Figure 1. The clock network (run 1).
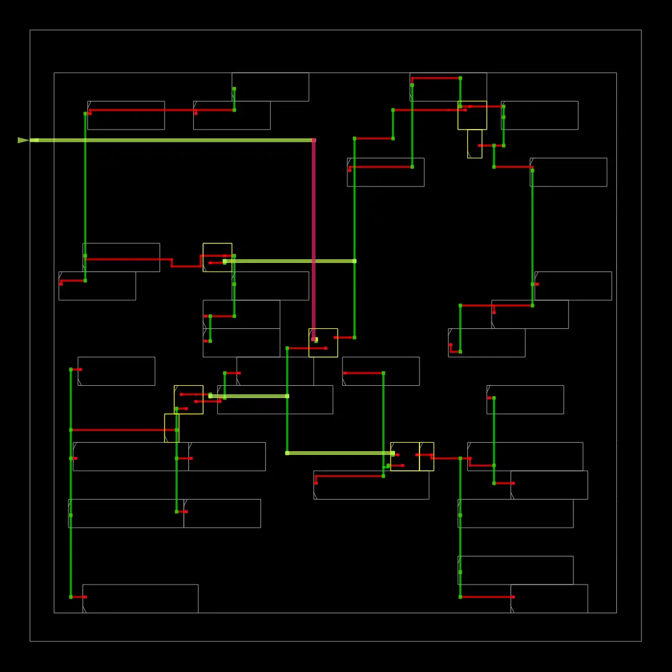
Figure 2. Gate families picked out (run 1).
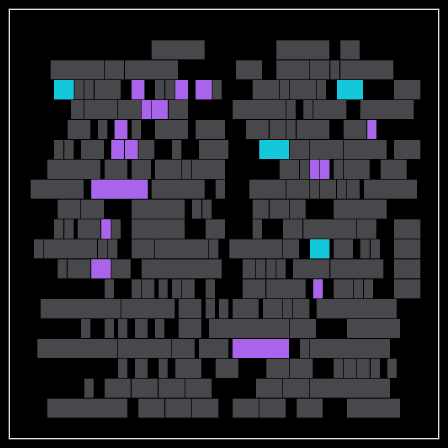
Figure 3. Wire density map (run 1).
12 x 12 tiles, from white (low) to dark blue (high), scaled to the fullest tile. Values are wire area over tile area, all layers added.
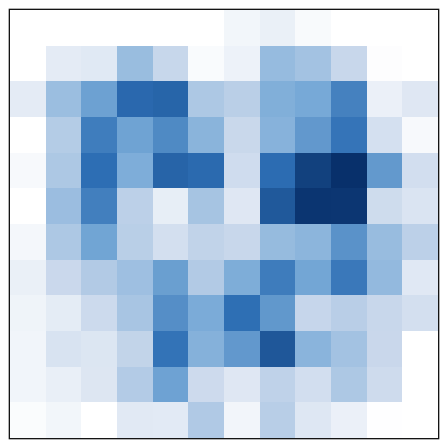
Figure 4. I/O pins on the die edge (run 1).
Scale bar: 20 um. Pins as bars across the die edge, other pins in gray.
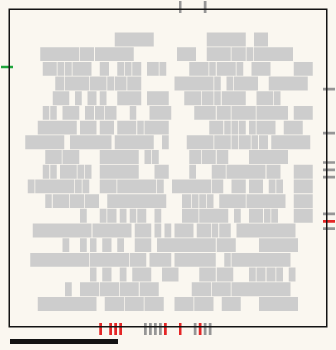
$ cat src/rtl/clkdiv_pkg.sv
// Shared types and constants for the clock-divider ratio controller.
package clkdiv_pkg;

  typedef enum logic [1:0] {
    ST_IDLE,
    ST_GATE,
    ST_LOAD,
    ST_RESUME
  } clkdiv_ctrl_state_t;

  localparam int CLKDIV_BYPASS_RATIO = 1;
  localparam int CLKDIV_GUARD_CYCLES = 4;
  localparam int CLKDIV_GUARD_W      = 8;

endpackage

$ cat src/rtl/clkdiv_guard_cnt.sv
// 8-bit loadable down-counter that holds at zero; shared by the GATE and RESUME guards.
module clkdiv_guard_cnt
  import clkdiv_pkg::*;
(
  input  logic                      CLK,
  input  logic                      RST,
  input  logic                      load,
  input  logic [CLKDIV_GUARD_W-1:0] load_val,
  output logic                      zero
);

  logic [CLKDIV_GUARD_W-1:0] cnt_q;

  always_ff @(posedge CLK) begin
    if (RST) begin
      cnt_q <= '0;
    end else if (load) begin
      cnt_q <= load_val;
    end else if (cnt_q != '0) begin
      cnt_q <= cnt_q - 1'b1;
    end
  end

  assign zero = (cnt_q == '0);

endmodule

$ cat src/rtl/clkdiv_ratio_ctrl.sv
// Sequences glitch-safe ratio changes for the integer clock divider:
// gate, load ratio with counter restart, resume, then report completion.
module clkdiv_ratio_ctrl
  import clkdiv_pkg::*;
#(
  parameter int RATIO_WIDTH   = 8,
  parameter int GUARD_CYCLES  = CLKDIV_GUARD_CYCLES,
  parameter int DEFAULT_RATIO = CLKDIV_BYPASS_RATIO
) (
  input  logic                   CLK,
  input  logic                   RST,
  input  logic                   CFG_VALID,
  input  logic [RATIO_WIDTH-1:0] CFG_RATIO,
  output logic                   CFG_READY,
  input  logic                   EN_REQ,
  output logic [RATIO_WIDTH-1:0] DIV_RATIO,
  output logic                   DIV_CLK_EN,
  output logic                   DIV_CNT_RST_N,
  output logic                   BUSY,
  output logic                   DONE
);

  localparam logic [RATIO_WIDTH-1:0]    RST_RATIO  = RATIO_WIDTH'(DEFAULT_RATIO);
  localparam logic [CLKDIV_GUARD_W-1:0] GUARD_LOAD = CLKDIV_GUARD_W'(GUARD_CYCLES - 1);

  // Ratio 0 and 1 both mean bypass; fold 0 onto 1 so compares see one encoding.
  function automatic logic [RATIO_WIDTH-1:0] norm_ratio(input logic [RATIO_WIDTH-1:0] r);
    return (r == '0) ? RATIO_WIDTH'(CLKDIV_BYPASS_RATIO) : r;
  endfunction

  clkdiv_ctrl_state_t     state_q, state_nxt;
  logic [RATIO_WIDTH-1:0] ratio_q, ratio_nxt;
  logic [RATIO_WIDTH-1:0] pend_q;
  logic [RATIO_WIDTH-1:0] cfg_norm;
  logic                   clk_en_q, clk_en_nxt;
  logic                   cnt_rst_n_q, cnt_rst_n_nxt;
  logic                   busy_q, busy_nxt;
  logic                   done_q, done_nxt;
  logic                   ready_q, ready_nxt;
  logic                   accept;
  logic                   pend_load;
  logic                   guard_load;
  logic                   guard_zero;

  assign cfg_norm = norm_ratio(CFG_RATIO);
  assign accept   = CFG_VALID && ready_q;

  clkdiv_guard_cnt u_guard (
    .CLK      (CLK),
    .RST      (RST),
    .load     (guard_load),
    .load_val (GUARD_LOAD),
    .zero     (guard_zero)
  );

  always_comb begin
    state_nxt     = state_q;
    ratio_nxt     = ratio_q;
    clk_en_nxt    = clk_en_q;
    cnt_rst_n_nxt = 1'b1;
    busy_nxt      = busy_q;
    done_nxt      = 1'b0;
    ready_nxt     = ready_q;
    pend_load     = 1'b0;
    guard_load    = 1'b0;
    case (state_q)
      ST_IDLE: begin
        ready_nxt  = 1'b1;
        busy_nxt   = 1'b0;
        clk_en_nxt = EN_REQ;
        if (accept) begin
          if (cfg_norm == ratio_q) begin
            done_nxt = 1'b1;
          end else begin
            state_nxt  = ST_GATE;
            ready_nxt  = 1'b0;
            busy_nxt   = 1'b1;
            clk_en_nxt = 1'b0;
            pend_load  = 1'b1;
            guard_load = 1'b1;
          end
        end
      end
      ST_GATE: begin
        clk_en_nxt = 1'b0;
        if (guard_zero) begin
          state_nxt     = ST_LOAD;
          ratio_nxt     = pend_q;
          cnt_rst_n_nxt = 1'b0;
        end
      end
      ST_LOAD: begin
        state_nxt  = ST_RESUME;
        clk_en_nxt = EN_REQ;
        guard_load = 1'b1;
      end
      ST_RESUME: begin
        clk_en_nxt = EN_REQ;
        if (guard_zero) begin
          state_nxt = ST_IDLE;
          done_nxt  = 1'b1;
          ready_nxt = 1'b1;
          busy_nxt  = 1'b0;
        end
      end
      default: state_nxt = ST_IDLE;
    endcase
  end

  // Registered control and divider-facing outputs
  always_ff @(posedge CLK) begin
    if (RST) begin
      state_q     <= ST_IDLE;
      ratio_q     <= RST_RATIO;
      clk_en_q    <= 1'b0;
      cnt_rst_n_q <= 1'b1;
      busy_q      <= 1'b0;
      done_q      <= 1'b0;
      ready_q     <= 1'b0;
    end else begin
      state_q     <= state_nxt;
      ratio_q     <= ratio_nxt;
      clk_en_q    <= clk_en_nxt;
      cnt_rst_n_q <= cnt_rst_n_nxt;
      busy_q      <= busy_nxt;
      done_q      <= done_nxt;
      ready_q     <= ready_nxt;
    end
  end

  // Pending ratio is pure data and is only consumed after a fresh accept
  always_ff @(posedge CLK) begin
    if (pend_load) begin
      pend_q <= cfg_norm;
    end
  end

  assign DIV_RATIO     = ratio_q;
  assign DIV_CLK_EN    = clk_en_q;
  assign DIV_CNT_RST_N = cnt_rst_n_q;
  assign BUSY          = busy_q;
  assign DONE          = done_q;
  assign CFG_READY     = ready_q;

endmodule

$ cat config.mk
export PLATFORM = sky130hd
export DESIGN_NAME = clkdiv_ratio_ctrl
export DESIGN_NICKNAME = d
export VERILOG_FILES = /design/src/rtl/clkdiv_pkg.sv /design/src/rtl/clkdiv_guard_cnt.sv /design/src/rtl/clkdiv_ratio_ctrl.sv
export SDC_FILE = /design/constraint.sdc
export NUM_CORES = 1
export LEC_CHECK = 0
export ABC_CLOCK_PERIOD_IN_PS = 3950
export CORE_MARGIN = 2
export CORE_UTILIZATION = 52
export DETAILED_ROUTE_END_ITERATION = 8
export GPL_ROUTABILITY_DRIVEN = 0
export GPL_TIMING_DRIVEN = 0
export PLACE_DENSITY = 0.78
export SETUP_SLACK_MARGIN = 0.2
export SYNTH_ARGS = -nofsm -noshare
export SYNTH_HDL_FRONTEND = slang
export SYNTH_HIERARCHICAL = 1
export SYNTH_SLANG_ARGS = --single-unit
export TNS_END_PERCENT = 20
$ cat constraint.sdc
create_clock -name CLK -period 3.95 [get_ports CLK]
set_clock_uncertainty 0.05 [all_clocks]
set_input_delay 1.185 -clock CLK [delete_from_list [all_inputs] [get_ports CLK]]
set_output_delay 1.185 -clock CLK [all_outputs]
set_load 0.01 [all_outputs]
==> results.yml, run 1 <==
# physical design summary
status:
  status: "finished clean"
setup_path:
  worst_path_most_repeated_cell: "or2_2"
  timing.critical_path.cells: "clkdlybuf4s50_1, or4_4, nor4_4, mux2i_2, a21oi_4, or2_2, or2_2, o32ai_1"
  critPathRequiredTime_ps: 4120
  critical_path.slowest_cell: "or4_4"
  crit_path_max_fanout: 5
  critical_path.endpoint_type: "flop"
  critical-path-max-stage-delay_ps: 570
  worst_ep_arrival_time_ps: 3860
  worst_setup_path_start_kind: "primary input"
  critical_path_class: "in2reg"
route:
  route.detailed.vias_per_inst: 5.292
  detail-route-antenna-nets: 0
  routed_wl_um: 3190
  detailedRoute.firstIterationViolations: 40
  route.detailed.drc: 0
  routed_wirelength_normalized_by_instance_count_um: 13.69
  drt-pass1-iter-count: 6
floorplanning:
  pre_place_util_pct: 55.51
  num_io_pins: 25
  die_height_um: 58.49
  core_area_um2: 2781
  die_x_size_um: 58.49
  chip_area_um2: 3421
  placementRows: 19
final_timing:
  rsz0062_at_grt: "no"
  layout_worst_path_cycle_share_pct: 93.40
  report.final.slew_viol_count: 0
  period_minus_slack_ps: 3689
  max-slew-margin-rel_pct: 57.86
  clock.fmax_ghz: 0.2711
  finalHoldViolations: 0
  setup-violations-final: 0
  finalWorstSetupSlack_ps: 260.7
  tightestPinTransition_ps: 630.8
logic_synthesis:
  synthesis.yosys.warnings: 6
  edf_count: 8
  synth_cell_types: 44
  synth_area_per_cell_um2: 9.650
  postSynthSeqShare_pct: 45.38
  synth_flop_count: 31
  postSynth.topFlopCell: "dfxtp_1"
  synth.yosys.chip_area_um2: 1544
  synth.yosys.num_cells: 160
  post_synth_inst_count: 160
  async_reset_ff_share_pct: 0
  synthesis.area_um2: 1544
pwr:
  static-leakage-power_nw: 0.7330
  vdd_ir_drop_max_mv: 0.4846
  report.power.total_mw: 1.147
  powerDensity_nw_per_um2: 592.7
place:
  numPortBuffers: 24
  preCtsSetupSlack_ps: -269.4
  place.detailed.instances: 221
  placedInstanceArea_um2: 1846
  dp_hpwl_um: 2349
global_routing:
  grt_max_degree: 13
  gr-total-overflow: 0
  antenna_found_initial: 0
  grt_pass1_wl_um: 5326
  grt_pass1_vias: 1224
finish:
  fin_nets: 218
  n_antenna_cell: 0
  drive_gt1_share_pct: 11.88
  fin_area_um2: 1936
  area_delta_synth_final_pct: 25.36
  final_util_pct: 69.59
  layout.cells.most_common_list: "nand2_1 (30), clkdlybuf4s50_1 (24), dfxtp_1 (23)"
clocking:
  ctsHoldBuffers: 0
  clock_tree.htree_level_count: 2
  clock.latency.late_pin_ps: 320
  clockBufferDepth: 2
  cts.root.buffer_cell: "clkbuf_4"
  cts_made_buffers: 5
  cts_tree: "built"
  cts.reportedPaths.clkPinSlew_ps: 90
job:
  drv.max_cap_violation_count: 0
  count_of_warning_messages_emitted_by_the_tools: 29
worst_hold_path:
  hp-class: "reg2reg"
-- Figure 1 (at the start) --
sequential cell count: 31
clk sinks: 31

-- Figure 2 (at the start) --
Key: purple = NOR gates [cells 16, most used nor2_1]; cyan = AND-OR and OR-AND gates [cells 4]
leading cell type in the layout, fill and taps excluded: nand2_1
multi-input logic portion of the cell area: 40.01%
final instance count without filler cells: 233

-- Figure 3 (at the start) --
The mean over all tiles is 0.15. 24% of the tiles are over half the peak. 13% of the tiles are nearly empty. The fullest tile reaches 0.47.
Overall Global Routing Usage: 20.72%
via count: 1233

-- Figure 4 (at the start) --
Key: green = `CLK` [pins 1, direction input, edge left]; red = `CFG_RATIO` [pins 8, direction input, edge 7 bottom, 1 right]
All pins by edge: 14 bottom, 8 right, 2 top, 1 left.

-- run 1: worst paths after layout --
check | from | endpoint | slack, ps | cells past startpoint
worst max-delay path | CFG_RATIO[5] | u_guard/cnt_q[5] | 260 | 8
worst min-delay path | pend_q[0] | DIV_RATIO[0] | 440 | 2
worst max register to register | DIV_RATIO[2] | u_guard/cnt_q[5] | 1450 | 7
worst min register to register | pend_q[0] | DIV_RATIO[0] | 440 | 2
-- run 1: metal layers --
metal / share of wire [%] / track usage [%] / routed length [um] / vias to the layer above
met5: 0 / 0 / 0 / -
met3: 4.7 / 4.835 / 150 / 4
met1: 42 / 24.06 / 1332 / 569
met4: 1.5 / 10.63 / 48 / 0
met2: 52 / 35.47 / 1658 / 36
li1: - / - / - / 624
-- run 1: report_power, final --
part	switching (mW)	internal [mW]	total, mW
sequential	0.0613	0.402	0.463
clock	0.0993	0.0709	0.170
combinational	0.262	0.252	0.514
-- run 1: cells in the mapped netlist (3+ instances only) --
| library cell | number | area [um^2] |
|---|---|---|
| edfxtp_1 | 8 | 240.2 |
| a21oi_1 | 8 | 40.04 |
| nor3_1 | 5 | 25.02 |
| or2_2 | 3 | 18.77 |
| ha_1 | 5 | 62.56 |
| nand2_1 | 30 | 112.6 |
| mux2i_1 | 3 | 30.03 |
| xnor2_1 | 9 | 78.83 |
| clkbuf_1 | 9 | 33.78 |
| dfxtp_1 | 23 | 460.4 |
| nor2_1 | 6 | 22.52 |
| inv_1 | 9 | 33.78 |
| o32ai_1 | 4 | 35.03 |
-- run 1: sequential cells by signal (all words and copies together), names as in the netlist --
name           flops
DONE               1
DIV_CNT_RST_N      1
u_guard/cnt_q      8
DIV_CLK_EN         1
CFG_READY          1
BUSY               1
pend_q             8
state_q            2
DIV_RATIO          8
-- run 1: metrics by stage --
stage | hold slack (ps) | setup TNS (ps)
3_3_place_gp | 406.6 | -1242
5_1_grt | 464.8 | 0
3_5_place_dp | 418.6 | -1623
6_report | 435.8 | 0
2_1_floorplan | 396.1 | 0
4_1_cts | 439.7 | 0
-- run 1: repair_timing --
action / 4_1_cts / 5_1_grt
endpoints found under the setup margin: 7 / 7
resized: 2 / 0
setup buffers: 1 / 3
pin swaps: 0 / 1
-- run 1: final cells by class --
class,count,area (um^2)
Tap cell,31,38.79
Inverter,9,33.78
Multi-Input combinational cell,114,774.5
Sequential cell,31,700.7
Clock buffer,8,48.80
Fill cell,215,845.8
Timing Repair Buffer,28,270.3
Buffer,12,68.82
-- run 1: kinds of logic after synthesis --
kind of cell	after synthesis	share of synthesized area, %
flip-flops	31	45.38
adder cells (fa/ha/maj)	5	4.052
multiplexers	3	1.945
AND/OR/NAND/NOR	59	21.15
other	2	0.4864
buffers and inverters	21	6.645
XOR/XNOR	11	6.240
AND-OR/OR-AND	28	14.10
-- run 1: worst max-delay path: cells and delay by family --
family          cells  cell delay (ps)
simple gates        4             1460
compound gates      2              400
buf+inv             1              460
mux                 1              350
==> inputs of run 2 (changes only) <==
CORE_MARGIN = default   (was 2)
GPL_ROUTABILITY_DRIVEN = 1   (was 0)
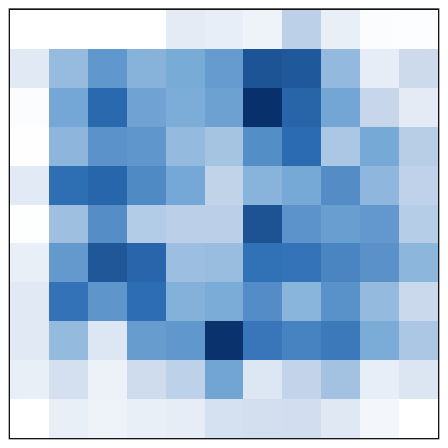
Figure 5: run 2, wire density map.
11 x 11 tiles, from white (low) to dark blue (high), scaled to the fullest tile. Values are wire area over tile area, all layers added.
38% of the tiles are over half the peak. The emptiest ninth of the die: lower left. 9.1% of the tiles are nearly empty. The fullest tile reaches 0.40. The mean over all tiles is 0.16.

==> run 2 against run 1 <==
  * Global-route usage grew 1.3 points
  * Critical path depth is the same
  * Non-clock buffer count is the same
  * Clock power grew 14%
  * Critical path type unchanged
==> results.yml, run 2 <==
# physical design summary
global_routing:
  grt_pass1_wl_um: 5340
  gr-total-overflow: 0
  grt_pass1_vias: 1242
  grt_max_degree: 13
  gr-usage-all-layers_pct: 22.00
  antenna_found_initial: 0
place:
  numPortBuffers: 24
  dp_hpwl_um: 2280
  place.detailed.instances: 221
  gp_congestion: 0.7411
  placedInstanceArea_um2: 1846
logic_synthesis:
  synthTopCellsByArea: "dfxtp_1 (30%), edfxtp_1 (16%), nand2_1 (7.3%)"
  synth.yosys.num_cells: 160
  synth_largest_type_area_fraction_pct: 29.82
  postSynth.topFlopCell: "dfxtp_1"
  netlist_top_cells_count: "nand2_1 (30), dfxtp_1 (23), clkbuf_1 (9), inv_1 (9), xnor2_1 (9)"
  synthesis.area_um2: 1544
  synthesis.yosys.warnings: 6
  synth_cell_types: 44
  synth_flop_count: 31
  edf_count: 8
  async_reset_ff_share_pct: 0
  synth.yosys.chip_area_um2: 1544
  synth_top_cell_by_count: "nand2_1"
  synth.largest_area_cell: "dfxtp_1"
  post_synth_inst_count: 160
  synth_area_per_cell_um2: 9.650
  postSynthSeqShare_pct: 45.38
setup_path:
  critPathRequiredTime_ps: 4140
  critical_path.endpoint_type: "flop"
  worst_ep_arrival_time_ps: 3870
  worst_setup_path_start_kind: "primary input"
  worst_path_most_repeated_cell: "or2_2"
  critical-path-max-stage-delay_ps: 560
  regToRegSetupSlack_ps: 1600
  timing.critical_path.cells: "clkdlybuf4s50_1, or4_4, nor4_4, mux2i_2, a21oi_4, or2_2, or2_2, o32ai_1"
  crit_path_max_fanout: 7
  critical_path.slowest_cell: "or4_4"
  critical_path_class: "in2reg"
route:
  route.detailed.vias_per_inst: 5.270
  detailedRoute.firstIterationViolations: 41
  detail-route-antenna-nets: 0
  routed_wl_um: 3156
  route.detailed.drc: 0
  via_count: 1228
  routed_wirelength_normalized_by_instance_count_um: 13.55
  drt-pass1-iter-count: 4
finish:
  final_util_pct: 70.49
  layout.cells.most_common_list: "nand2_1 (30), clkdlybuf4s50_1 (24), dfxtp_1 (23)"
  area_delta_synth_final_pct: 26.99
  layout.filler_cells: 222
  drive_gt1_share_pct: 13.37
  fin_area_um2: 1961
  fin_nets: 218
  n_antenna_cell: 0
  stdcell_count: 233
  lay_top_count: "nand2_1"
final_timing:
  clock.fmax_ghz: 0.2718
  layout_worst_path_cycle_share_pct: 93.13
  finalHoldViolations: 0
  period_minus_slack_ps: 3679
  rsz0062_at_grt: "no"
  finalHoldWorstSlack_ps: 442.2
  report.final.slew_viol_count: 0
  fin_tns_setup_ps: 0
  setup-violations-final: 0
pwr:
  vdd_ir_drop_max_mv: 0.4681
  powerDensity_nw_per_um2: 593.8
  static-leakage-power_nw: 0.7450
clocking:
  clock_tree.htree_level_count: 2
  cts.reportedPaths.clkPinSlew_ps: 100
  clock.latency.late_pin_ps: 330
  cts.root.buffer_cell: "clkbuf_4"
  cts_made_buffers: 5
  clockBufferDepth: 2
  clock-sinks: 31
  cts_tree: "built"
floorplanning:
  core_area_um2: 2781
  num_io_pins: 25
  die_height_um: 56.49
  chip_area_um2: 3191
  die_x_size_um: 56.49
  pre_place_util_pct: 55.51
  placementRows: 19
job:
  count_of_warning_messages_emitted_by_the_tools: 29
  drv.max_cap_violation_count: 0
worst_hold_path:
  hp-class: "reg2reg"
status:
  status: "finished clean"
[run 2: netlist changes by cell type in the layout (fill, tap and decap cells not counted)]
cell / before / now
clkbuf_2: 0 / 1
clkinv_2: 0 / 1
a2111oi_4: 0 / 1
clkbuf_8: 1 / 2
clkbuf_1: 12 / 9
a2111oi_2: 1 / 0
[run 2: worst paths after layout]
kind / start / endpoint / cells after the start
worst min-delay path: pend_q[0] / DIV_RATIO[0] / 2
worst max-delay path: CFG_RATIO[7] / u_guard/cnt_q[5] / 8
worst min register to register: pend_q[0] / DIV_RATIO[0] / 2
worst max register to register: DIV_RATIO[2] / u_guard/cnt_q[5] / 7
[run 2: through the flow]
stage,setup slack (ps),total power [mW]
after global placement,-207.7,0.9281
after CTS,212.1,1.157
after global routing,187.5,1.250
after floorplan,525.1,0.8199
after detailed placement,-282.5,0.9541
final,271.2,1.164
[run 2: critical path: cells and delay by family]
family,cells,cell delay (ps)
simple gates,4,1460
buf+inv,1,470
compound gates,2,420
mux,1,340
[run 2: routing by layer]
metal  share of wire (%)  wire (um)  global-route usage, %
met5                   0          0                      0
met2                  52       1634                  38.99
met3                 4.2        131                  7.373
met1                  43       1346                  24.34
met4                 1.4         44                  7.666
[run 2: cell type report]
class                   instances  area [um^2]  share of cell area, %
clock inverters                 1        5.005                 0.2553
multi-input cells             114        787.0                  40.14
well taps                      31        38.79                  1.978
plain buffers                  12        70.07                  3.574
flip-flops and latches         31        700.7                  35.74
inverters                       9        33.78                  1.723
clock buffers                   7        55.05                  2.808
repair buffers                 28        270.3                  13.78
[run 2: timing repair]
item                                    in CTS  in global routing
gates resized                                2                  3
hold buffers                                 0                  0
pin swaps                                    1                  1
buffers inserted                             1                  3
endpoints found under the setup margin       6                  6
[run 2: report_power, final]
group	total [mW]	leakage [nW]	internal (mW)	switching [mW]
registers	0.461	0.262	0.402	0.0590
logic	0.510	0.448	0.251	0.259
clock network	0.193	0.0353	0.0862	0.107
[run 2: cells by family after synthesis]
family / after synthesis / synth area share, %
buffers and inverters: 21 / 6.645
muxes: 3 / 1.945
DFF: 31 / 45.38
AOI/OAI and AO/OA: 28 / 14.10
and+or+nand+nor: 59 / 21.15
xor gates and xnor gates: 11 / 6.240
adders and majority gates: 5 / 4.052
other: 2 / 0.4864
Power is estimated from default activity; no workload was simulated.
